<file path="src/rtl/frame_gen_and_check_pkg.sv">
// Shared widths, generator states and the beat-pattern helpers used by both
// the frame generator and the frame checker.
package frame_gen_and_check_pkg;

    localparam int DATA_W = 256;
    localparam int KEEP_W = 32;
    localparam int LANES  = 8;
    localparam int LEN_W  = 14;

    typedef enum logic {
        GEN_SEND,
        GEN_IDLE
    } gen_state_e;

    function automatic logic [31:0] beat_word(input logic [15:0] seq,
                                              input logic [7:0]  beat,
                                              input logic [7:0]  lane);
        return {seq, beat, lane};
    endfunction

    function automatic logic [DATA_W-1:0] beat_data(input logic [15:0] seq,
                                                    input logic [7:0]  beat);
        logic [DATA_W-1:0] data;
        data = '0;
        for (int i = 0; i < LANES; i++) begin
            data[32*i +: 32] = beat_word(seq, beat, 8'(i));
        end
        return data;
    endfunction

    function automatic logic [KEEP_W-1:0] expected_keep(input logic [7:0]        beat,
                                                        input logic [7:0]        last_beat,
                                                        input logic [KEEP_W-1:0] last_keep);
        return (beat == last_beat) ? last_keep : '1;
    endfunction

    function automatic int keep_popcount(input logic [KEEP_W-1:0] keep);
        int count;
        count = 0;
        for (int i = 0; i < KEEP_W; i++) begin
            if (keep[i]) count++;
        end
        return count;
    endfunction

endpackage

</file>
<file path="src/rtl/frame_gen_and_check_if.sv">
// 256-bit AXI-Stream bundle with routing tuser fields; master drives the beat,
// slave drives tready.
interface frame_gen_and_check_if;
    import frame_gen_and_check_pkg::*;

    logic [DATA_W-1:0] tdata;
    logic [KEEP_W-1:0] tkeep;
    logic [LEN_W-1:0]  tuser_packet_length;
    logic [2:0]        tuser_in_port;
    logic [7:0]        tuser_out_port;
    logic [2:0]        tuser_in_vport;
    logic [7:0]        tuser_out_vport;
    logic              tvalid;
    logic              tlast;
    logic              tready;

    modport master (
        output tdata, tkeep, tuser_packet_length, tuser_in_port, tuser_out_port,
               tuser_in_vport, tuser_out_vport, tvalid, tlast,
        input  tready
    );

    modport slave (
        input  tdata, tkeep, tuser_packet_length, tuser_in_port, tuser_out_port,
               tuser_in_vport, tuser_out_vport, tvalid, tlast,
        output tready
    );

endinterface

</file>
<file path="src/rtl/frame_gen_and_check_checker.sv">
// Receive side: tracks the expected seq/beat, flags bad beats and keeps a
// saturating error count. Define FRAME_GEN_TUSER_CHECK_EN to also check tuser.
module frame_checker
    import frame_gen_and_check_pkg::*;
#(
    parameter int               FRAME_BEATS = 4,
    parameter logic [KEEP_W-1:0] LAST_KEEP  = '1,
    parameter logic [2:0]       IN_PORT     = 3'd0,
    parameter logic [7:0]       OUT_PORT    = 8'h01,
    parameter logic [LEN_W-1:0] PACKET_LEN  = 14'd128
) (
    input  logic                  clk,
    input  logic                  rst,
    frame_gen_and_check_if.slave  s_axis,
    output logic [7:0]            error_count
);

    localparam logic [7:0] LAST_BEAT = 8'(FRAME_BEATS - 1);

    logic [15:0]       rx_seq_q, rx_seq_d;
    logic [7:0]        rx_beat_q, rx_beat_d;
    logic [7:0]        err_q, err_d;
    logic              ready_q;
    logic              accept;
    logic              bad;
    logic              tuser_bad;
    logic [DATA_W-1:0] exp_data;
    logic [KEEP_W-1:0] exp_keep;
    logic              exp_last;

`ifdef FRAME_GEN_TUSER_CHECK_EN
    assign tuser_bad = (s_axis.tuser_packet_length != PACKET_LEN) ||
                       (s_axis.tuser_in_port       != IN_PORT)    ||
                       (s_axis.tuser_in_vport      != IN_PORT)    ||
                       (s_axis.tuser_out_port      != OUT_PORT)   ||
                       (s_axis.tuser_out_vport     != OUT_PORT);
`else
    logic unused_tuser;
    assign unused_tuser = ^{s_axis.tuser_packet_length, s_axis.tuser_in_port,
                            s_axis.tuser_in_vport, s_axis.tuser_out_port,
                            s_axis.tuser_out_vport, IN_PORT, OUT_PORT, PACKET_LEN};
    assign tuser_bad = 1'b0;
`endif

    // Any accepted tlast restarts the beat count so the checker realigns per frame.
    always_comb begin
        exp_data  = beat_data(rx_seq_q, rx_beat_q);
        exp_keep  = expected_keep(rx_beat_q, LAST_BEAT, LAST_KEEP);
        exp_last  = (rx_beat_q == LAST_BEAT);
        accept    = s_axis.tvalid && ready_q;
        bad       = (s_axis.tdata != exp_data) || (s_axis.tkeep != exp_keep) ||
                    (s_axis.tlast != exp_last) || tuser_bad;
        rx_seq_d  = rx_seq_q;
        rx_beat_d = rx_beat_q;
        err_d     = err_q;
        if (accept) begin
            if (s_axis.tlast) begin
                rx_beat_d = 8'd0;
                rx_seq_d  = rx_seq_q + 16'd1;
            end else begin
                rx_beat_d = rx_beat_q + 8'd1;
            end
            if (bad && (err_q != 8'hFF)) begin
                err_d = err_q + 8'd1;
            end
        end
    end

    always_ff @(posedge clk or posedge rst) begin
        if (rst) begin
            rx_seq_q  <= '0;
            rx_beat_q <= '0;
            err_q     <= '0;
            ready_q   <= 1'b0;
        end else begin
            rx_seq_q  <= rx_seq_d;
            rx_beat_q <= rx_beat_d;
            err_q     <= err_d;
            ready_q   <= 1'b1;
        end
    end

    assign s_axis.tready = ready_q;
    assign error_count   = err_q;

endmodule

</file>
<file path="src/rtl/frame_gen_and_check.sv">
// Deterministic AXI-Stream frame generator plus loopback checker for
// interconnect bring-up. Optional tuser checking: FRAME_GEN_TUSER_CHECK_EN.
module frame_gen_and_check
    import frame_gen_and_check_pkg::*;
#(
    parameter int               FRAME_BEATS = 4,
    parameter logic [KEEP_W-1:0] LAST_KEEP  = 32'hFFFF_FFFF,
    parameter logic [2:0]       IN_PORT     = 3'd0,
    parameter logic [7:0]       OUT_PORT    = 8'h01,
    parameter int               IDLE_CYCLES = 0
) (
    input  logic                  axi_aclk,
    input  logic                  axi_reset,
    output logic [7:0]            error_count,
    frame_gen_and_check_if.master m_axis,
    frame_gen_and_check_if.slave  s_axis
);

    localparam logic [7:0]       LAST_BEAT  = 8'(FRAME_BEATS - 1);
    localparam logic [LEN_W-1:0] PACKET_LEN = LEN_W'((FRAME_BEATS - 1) * 32 + keep_popcount(LAST_KEEP));

    gen_state_e        state_q, state_d;
    logic [15:0]       tx_seq_q, tx_seq_d;
    logic [7:0]        tx_beat_q, tx_beat_d;
    logic [15:0]       idle_cnt_q, idle_cnt_d;
    logic              tvalid_q, tvalid_d;
    logic              tlast_q, tlast_d;
    logic [DATA_W-1:0] tdata_q, tdata_d;
    logic [KEEP_W-1:0] tkeep_q, tkeep_d;
    logic [LEN_W-1:0]  plen_q, plen_d;
    logic              load;
    logic [15:0]       load_seq, next_seq;
    logic [7:0]        load_beat, next_beat;

    // tx_seq/tx_beat name the beat on the outputs; a load fetches a fresh beat.
    always_comb begin
        state_d    = state_q;
        tx_seq_d   = tx_seq_q;
        tx_beat_d  = tx_beat_q;
        idle_cnt_d = idle_cnt_q;
        tvalid_d   = tvalid_q;
        tlast_d    = tlast_q;
        tdata_d    = tdata_q;
        tkeep_d    = tkeep_q;
        plen_d     = PACKET_LEN;
        load       = 1'b0;
        load_seq   = tx_seq_q;
        load_beat  = tx_beat_q;
        next_seq   = tlast_q ? tx_seq_q + 16'd1 : tx_seq_q;
        next_beat  = tlast_q ? 8'd0 : tx_beat_q + 8'd1;
        case (state_q)
            GEN_SEND: begin
                if (!tvalid_q) begin
                    load = 1'b1;
                end else if (m_axis.tready) begin
                    tx_seq_d  = next_seq;
                    tx_beat_d = next_beat;
                    if (tlast_q && (IDLE_CYCLES > 0)) begin
                        state_d    = GEN_IDLE;
                        tvalid_d   = 1'b0;
                        idle_cnt_d = 16'(IDLE_CYCLES - 1);
                    end else begin
                        load      = 1'b1;
                        load_seq  = next_seq;
                        load_beat = next_beat;
                    end
                end
            end
            GEN_IDLE: begin
                if (idle_cnt_q == 16'd0) begin
                    state_d = GEN_SEND;
                    load    = 1'b1;
                end else begin
                    idle_cnt_d = idle_cnt_q - 16'd1;
                end
            end
            default: state_d = GEN_SEND;
        endcase
        if (load) begin
            tvalid_d = 1'b1;
            tdata_d  = beat_data(load_seq, load_beat);
            tkeep_d  = expected_keep(load_beat, LAST_BEAT, LAST_KEEP);
            tlast_d  = (load_beat == LAST_BEAT);
        end
    end

    always_ff @(posedge axi_aclk or posedge axi_reset) begin
        if (axi_reset) begin
            state_q    <= GEN_SEND;
            tx_seq_q   <= '0;
            tx_beat_q  <= '0;
            idle_cnt_q <= '0;
            tvalid_q   <= 1'b0;
            tlast_q    <= 1'b0;
            tdata_q    <= '0;
            tkeep_q    <= '0;
            plen_q     <= '0;
        end else begin
            state_q    <= state_d;
            tx_seq_q   <= tx_seq_d;
            tx_beat_q  <= tx_beat_d;
            idle_cnt_q <= idle_cnt_d;
            tvalid_q   <= tvalid_d;
            tlast_q    <= tlast_d;
            tdata_q    <= tdata_d;
            tkeep_q    <= tkeep_d;
            plen_q     <= plen_d;
        end
    end

    assign m_axis.tvalid              = tvalid_q;
    assign m_axis.tlast               = tlast_q;
    assign m_axis.tdata               = tdata_q;
    assign m_axis.tkeep               = tkeep_q;
    assign m_axis.tuser_packet_length = plen_q;
    assign m_axis.tuser_in_port       = IN_PORT;
    assign m_axis.tuser_in_vport      = IN_PORT;
    assign m_axis.tuser_out_port      = OUT_PORT;
    assign m_axis.tuser_out_vport     = OUT_PORT;

    frame_checker #(
        .FRAME_BEATS (FRAME_BEATS),
        .LAST_KEEP   (LAST_KEEP),
        .IN_PORT     (IN_PORT),
        .OUT_PORT    (OUT_PORT),
        .PACKET_LEN  (PACKET_LEN)
    ) u_checker (
        .clk         (axi_aclk),
        .rst         (axi_reset),
        .s_axis      (s_axis),
        .error_count (error_count)
    );

endmodule

</file>
<file path="src/flat_wrapper.sv">
// flat-port wrapper written by rule: the top's interface ports become plain ports
module frame_gen_and_check_flat import frame_gen_and_check_pkg::*;
#(
    parameter int               FRAME_BEATS = 4,
    parameter logic [KEEP_W-1:0] LAST_KEEP  = 32'hFFFF_FFFF,
    parameter logic [2:0]       IN_PORT     = 3'd0,
    parameter logic [7:0]       OUT_PORT    = 8'h01,
    parameter int               IDLE_CYCLES = 0
)
  (axi_aclk, axi_reset, error_count, m_axis_tdata, m_axis_tkeep, m_axis_tuser_packet_length, m_axis_tuser_in_port, m_axis_tuser_out_port, m_axis_tuser_in_vport, m_axis_tuser_out_vport, m_axis_tvalid, m_axis_tlast, m_axis_tready, s_axis_tdata, s_axis_tkeep, s_axis_tuser_packet_length, s_axis_tuser_in_port, s_axis_tuser_out_port, s_axis_tuser_in_vport, s_axis_tuser_out_vport, s_axis_tvalid, s_axis_tlast, s_axis_tready);
  frame_gen_and_check_if m_axis_i ();
  frame_gen_and_check_if s_axis_i ();
  input  logic axi_aclk;
  input  logic axi_reset;
  output logic [7:0] error_count;
  output wire logic [$bits(m_axis_i.tdata)-1:0] m_axis_tdata;
  output wire logic [$bits(m_axis_i.tkeep)-1:0] m_axis_tkeep;
  output wire logic [$bits(m_axis_i.tuser_packet_length)-1:0] m_axis_tuser_packet_length;
  output wire logic [$bits(m_axis_i.tuser_in_port)-1:0] m_axis_tuser_in_port;
  output wire logic [$bits(m_axis_i.tuser_out_port)-1:0] m_axis_tuser_out_port;
  output wire logic [$bits(m_axis_i.tuser_in_vport)-1:0] m_axis_tuser_in_vport;
  output wire logic [$bits(m_axis_i.tuser_out_vport)-1:0] m_axis_tuser_out_vport;
  output wire logic [$bits(m_axis_i.tvalid)-1:0] m_axis_tvalid;
  output wire logic [$bits(m_axis_i.tlast)-1:0] m_axis_tlast;
  input wire logic [$bits(m_axis_i.tready)-1:0] m_axis_tready;
  input wire logic [$bits(s_axis_i.tdata)-1:0] s_axis_tdata;
  input wire logic [$bits(s_axis_i.tkeep)-1:0] s_axis_tkeep;
  input wire logic [$bits(s_axis_i.tuser_packet_length)-1:0] s_axis_tuser_packet_length;
  input wire logic [$bits(s_axis_i.tuser_in_port)-1:0] s_axis_tuser_in_port;
  input wire logic [$bits(s_axis_i.tuser_out_port)-1:0] s_axis_tuser_out_port;
  input wire logic [$bits(s_axis_i.tuser_in_vport)-1:0] s_axis_tuser_in_vport;
  input wire logic [$bits(s_axis_i.tuser_out_vport)-1:0] s_axis_tuser_out_vport;
  input wire logic [$bits(s_axis_i.tvalid)-1:0] s_axis_tvalid;
  input wire logic [$bits(s_axis_i.tlast)-1:0] s_axis_tlast;
  output wire logic [$bits(s_axis_i.tready)-1:0] s_axis_tready;
  assign m_axis_tdata = m_axis_i.tdata;
  assign m_axis_tkeep = m_axis_i.tkeep;
  assign m_axis_tuser_packet_length = m_axis_i.tuser_packet_length;
  assign m_axis_tuser_in_port = m_axis_i.tuser_in_port;
  assign m_axis_tuser_out_port = m_axis_i.tuser_out_port;
  assign m_axis_tuser_in_vport = m_axis_i.tuser_in_vport;
  assign m_axis_tuser_out_vport = m_axis_i.tuser_out_vport;
  assign m_axis_tvalid = m_axis_i.tvalid;
  assign m_axis_tlast = m_axis_i.tlast;
  assign m_axis_i.tready = m_axis_tready;
  assign s_axis_i.tdata = s_axis_tdata;
  assign s_axis_i.tkeep = s_axis_tkeep;
  assign s_axis_i.tuser_packet_length = s_axis_tuser_packet_length;
  assign s_axis_i.tuser_in_port = s_axis_tuser_in_port;
  assign s_axis_i.tuser_out_port = s_axis_tuser_out_port;
  assign s_axis_i.tuser_in_vport = s_axis_tuser_in_vport;
  assign s_axis_i.tuser_out_vport = s_axis_tuser_out_vport;
  assign s_axis_i.tvalid = s_axis_tvalid;
  assign s_axis_i.tlast = s_axis_tlast;
  assign s_axis_tready = s_axis_i.tready;
  frame_gen_and_check #(.FRAME_BEATS(FRAME_BEATS), .LAST_KEEP(LAST_KEEP), .IN_PORT(IN_PORT), .OUT_PORT(OUT_PORT), .IDLE_CYCLES(IDLE_CYCLES)) u_core (.axi_aclk(axi_aclk), .axi_reset(axi_reset), .error_count(error_count), .m_axis(m_axis_i), .s_axis(s_axis_i));
endmodule
</file>
<file path="config.mk">
export PLATFORM = sky130hd
export DESIGN_NAME = frame_gen_and_check_flat
export DESIGN_NICKNAME = d
export VERILOG_FILES = /design/src/rtl/frame_gen_and_check_pkg.sv /design/src/rtl/frame_gen_and_check_if.sv /design/src/rtl/frame_gen_and_check_checker.sv /design/src/rtl/frame_gen_and_check.sv /design/src/flat_wrapper.sv
export SDC_FILE = /design/constraint.sdc
export NUM_CORES = 1
export LEC_CHECK = 0
export ABC_AREA = 1
export CORE_AREA = 2 2 258 260
export DETAILED_ROUTE_END_ITERATION = 6
export DIE_AREA = 0 0 260 262
export GPL_TIMING_DRIVEN = 0
export PLACE_DENSITY = 0.46
export SYNTH_ARGS = -nofsm -noshare
export SYNTH_HDL_FRONTEND = slang
export SYNTH_HIERARCHICAL = 1
export SYNTH_SLANG_ARGS = --single-unit
</file>
<file path="constraint.sdc">
create_clock -name axi_aclk -period 3.07 [get_ports axi_aclk]
set_input_delay 0.921 -clock axi_aclk [delete_from_list [all_inputs] [get_ports axi_aclk]]
set_output_delay 0.921 -clock axi_aclk [all_outputs]
set_load 0.03 [all_outputs]
</file>
==> impl_metrics.tcl <==
# yosys + openroad results
set metrics [dict create \
    status "completed" \
    synth_cell_types 41 \
    cts_buffers 9 \
    most_common_cell "nand2_1" \
    dr.pass1.iters 5 \
    holdCritPathClass "flip-flop to flip-flop" \
    power.group.top "combinational logic" \
    ys_ff 101 \
    gr-usage-met2 0.230 \
    synthTopCellsByCount "nand2_1 (658), buf_4 (309), nor2_1 (218)" \
    area_growth_pct 64.4 \
    arrival_ps 1980 \
    grt_pass1_wl_um 63100 \
    fin_setup_tns_ps 0 \
    internal_power_mw 3.88 \
    diodes 3 \
    powerDensity_nw_per_um2 371 \
    cts_hold_buf 0 \
    cp.depth 2 \
    critPathSlowestCell "dfrtp_4" \
    reg2reg_from "u_core/u_checker/rx_seq_q[14]$_DFFE_PP0P_" \
    cts_root_buf "clkbuf_16" \
    syn_area_um2 11100 \
    grt.overflow.total 0 \
    p_seq_frac 0.252 \
    crit_buf_inv 2 \
    rows 94 \
    place_ws_ps -266 \
    fin_crit_ps 2900 \
    ys_cells 1770 \
    totalWireLength_um 44500 \
    slew_headroom 0.428 \
    clk_path_buf_depth 2 \
    routed-wl-met3_um 3210 \
    final-comb-area_um2 5550 \
    leakage_nw 9.31 \
    switching_power_mw 2.88 \
    critPathKind "flip-flop to output pin" \
    buffers 870 \
    cp-endpoint "m_axis_tkeep[29]" \
    cts_setup_buffers 0 \
    holdCritStartpoint "u_core/idle_cnt_q[8]$_DFFE_PP0P_" \
    pg_comb_mw 3.79 \
    wl_met2_um 23000 \
    top_logic_kind "simple AND/OR/NAND/NOR gates" \
    top_cells_by_area "dfrtp_1 (23%), nand2_1 (22%), buf_4 (21%), nor2_1 (7.4%), inv_1 (6.6%)" \
    detail-route-antenna-nets 0 \
    sh_seq_area 0.139 \
    die_area_um2 68100 \
    synthAdderAreaFrac 0.00790 \
    clkSlewWorstSetupHoldPaths_ps 80 \
    regArea_um2 2530 \
    dpl.hpwl_um 37900 \
    placed_area_um2 17900 \
    cap_violations 0 \
    viasPerCell 3.56 \
    seq-power_mw 1.70 \
    nNetsFinal 2743 \
    final_area_um2 18200 \
    sw_frac_of_total 0.426 \
    timing.fmax_ghz 0.345 \
    tightest_slew_ps 859 \
    p_comb_frac 0.561 \
    comb_cells 1214 \
    rsz0062_at_grt "false" \
    hold_path_depth 1 \
    grt_pass1_vias 10628 \
    async_flop_share 1.00 \
    dr.max_layer_used "met5" \
    slowest_delay_ps 720 \
    path_max_fanout 47 \
    r2r-end "u_core/u_checker/error_count[5]$_DFFE_PP0P_" \
    cp.required_ps 2150 \
    worstPathCellList "buf_4, clkdlybuf4s50_1" \
    fin_crit_sh 0.945 \
    num_vias 11671 \
    path_delay_family "buffers and inverters" \
    tap_cells 864 \
    sh_comb_area 0.304 \
    inverters 211 \
    top_area_cell "dfrtp_1" \
    finalWorstSetupSlack_ps 168 \
    non_clock_buffer_area_share 0.434 \
    r2r_cells 15 \
    ys_sh_simple 0.371 \
]
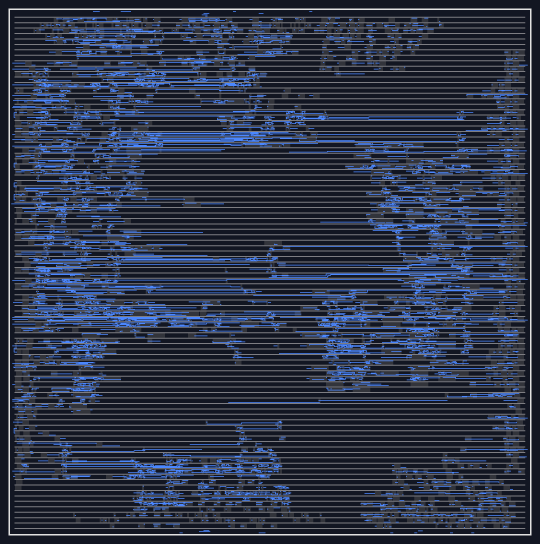
m1.png
(2 px per um) Supply wires on this layer in grey. Cells faint in the background.
The wires run mostly horizontal. The layer holds 39% of the routed length.

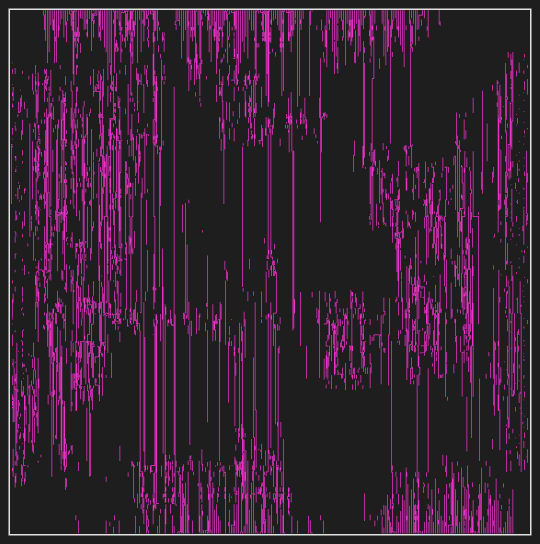
m2.png
(2 px per um)
The wires run mostly vertical. 2,018 nets have wire on it. The layer carries 23.0 mm of wire. The longest straight run is 184 um. The layer holds 52% of the routed length.

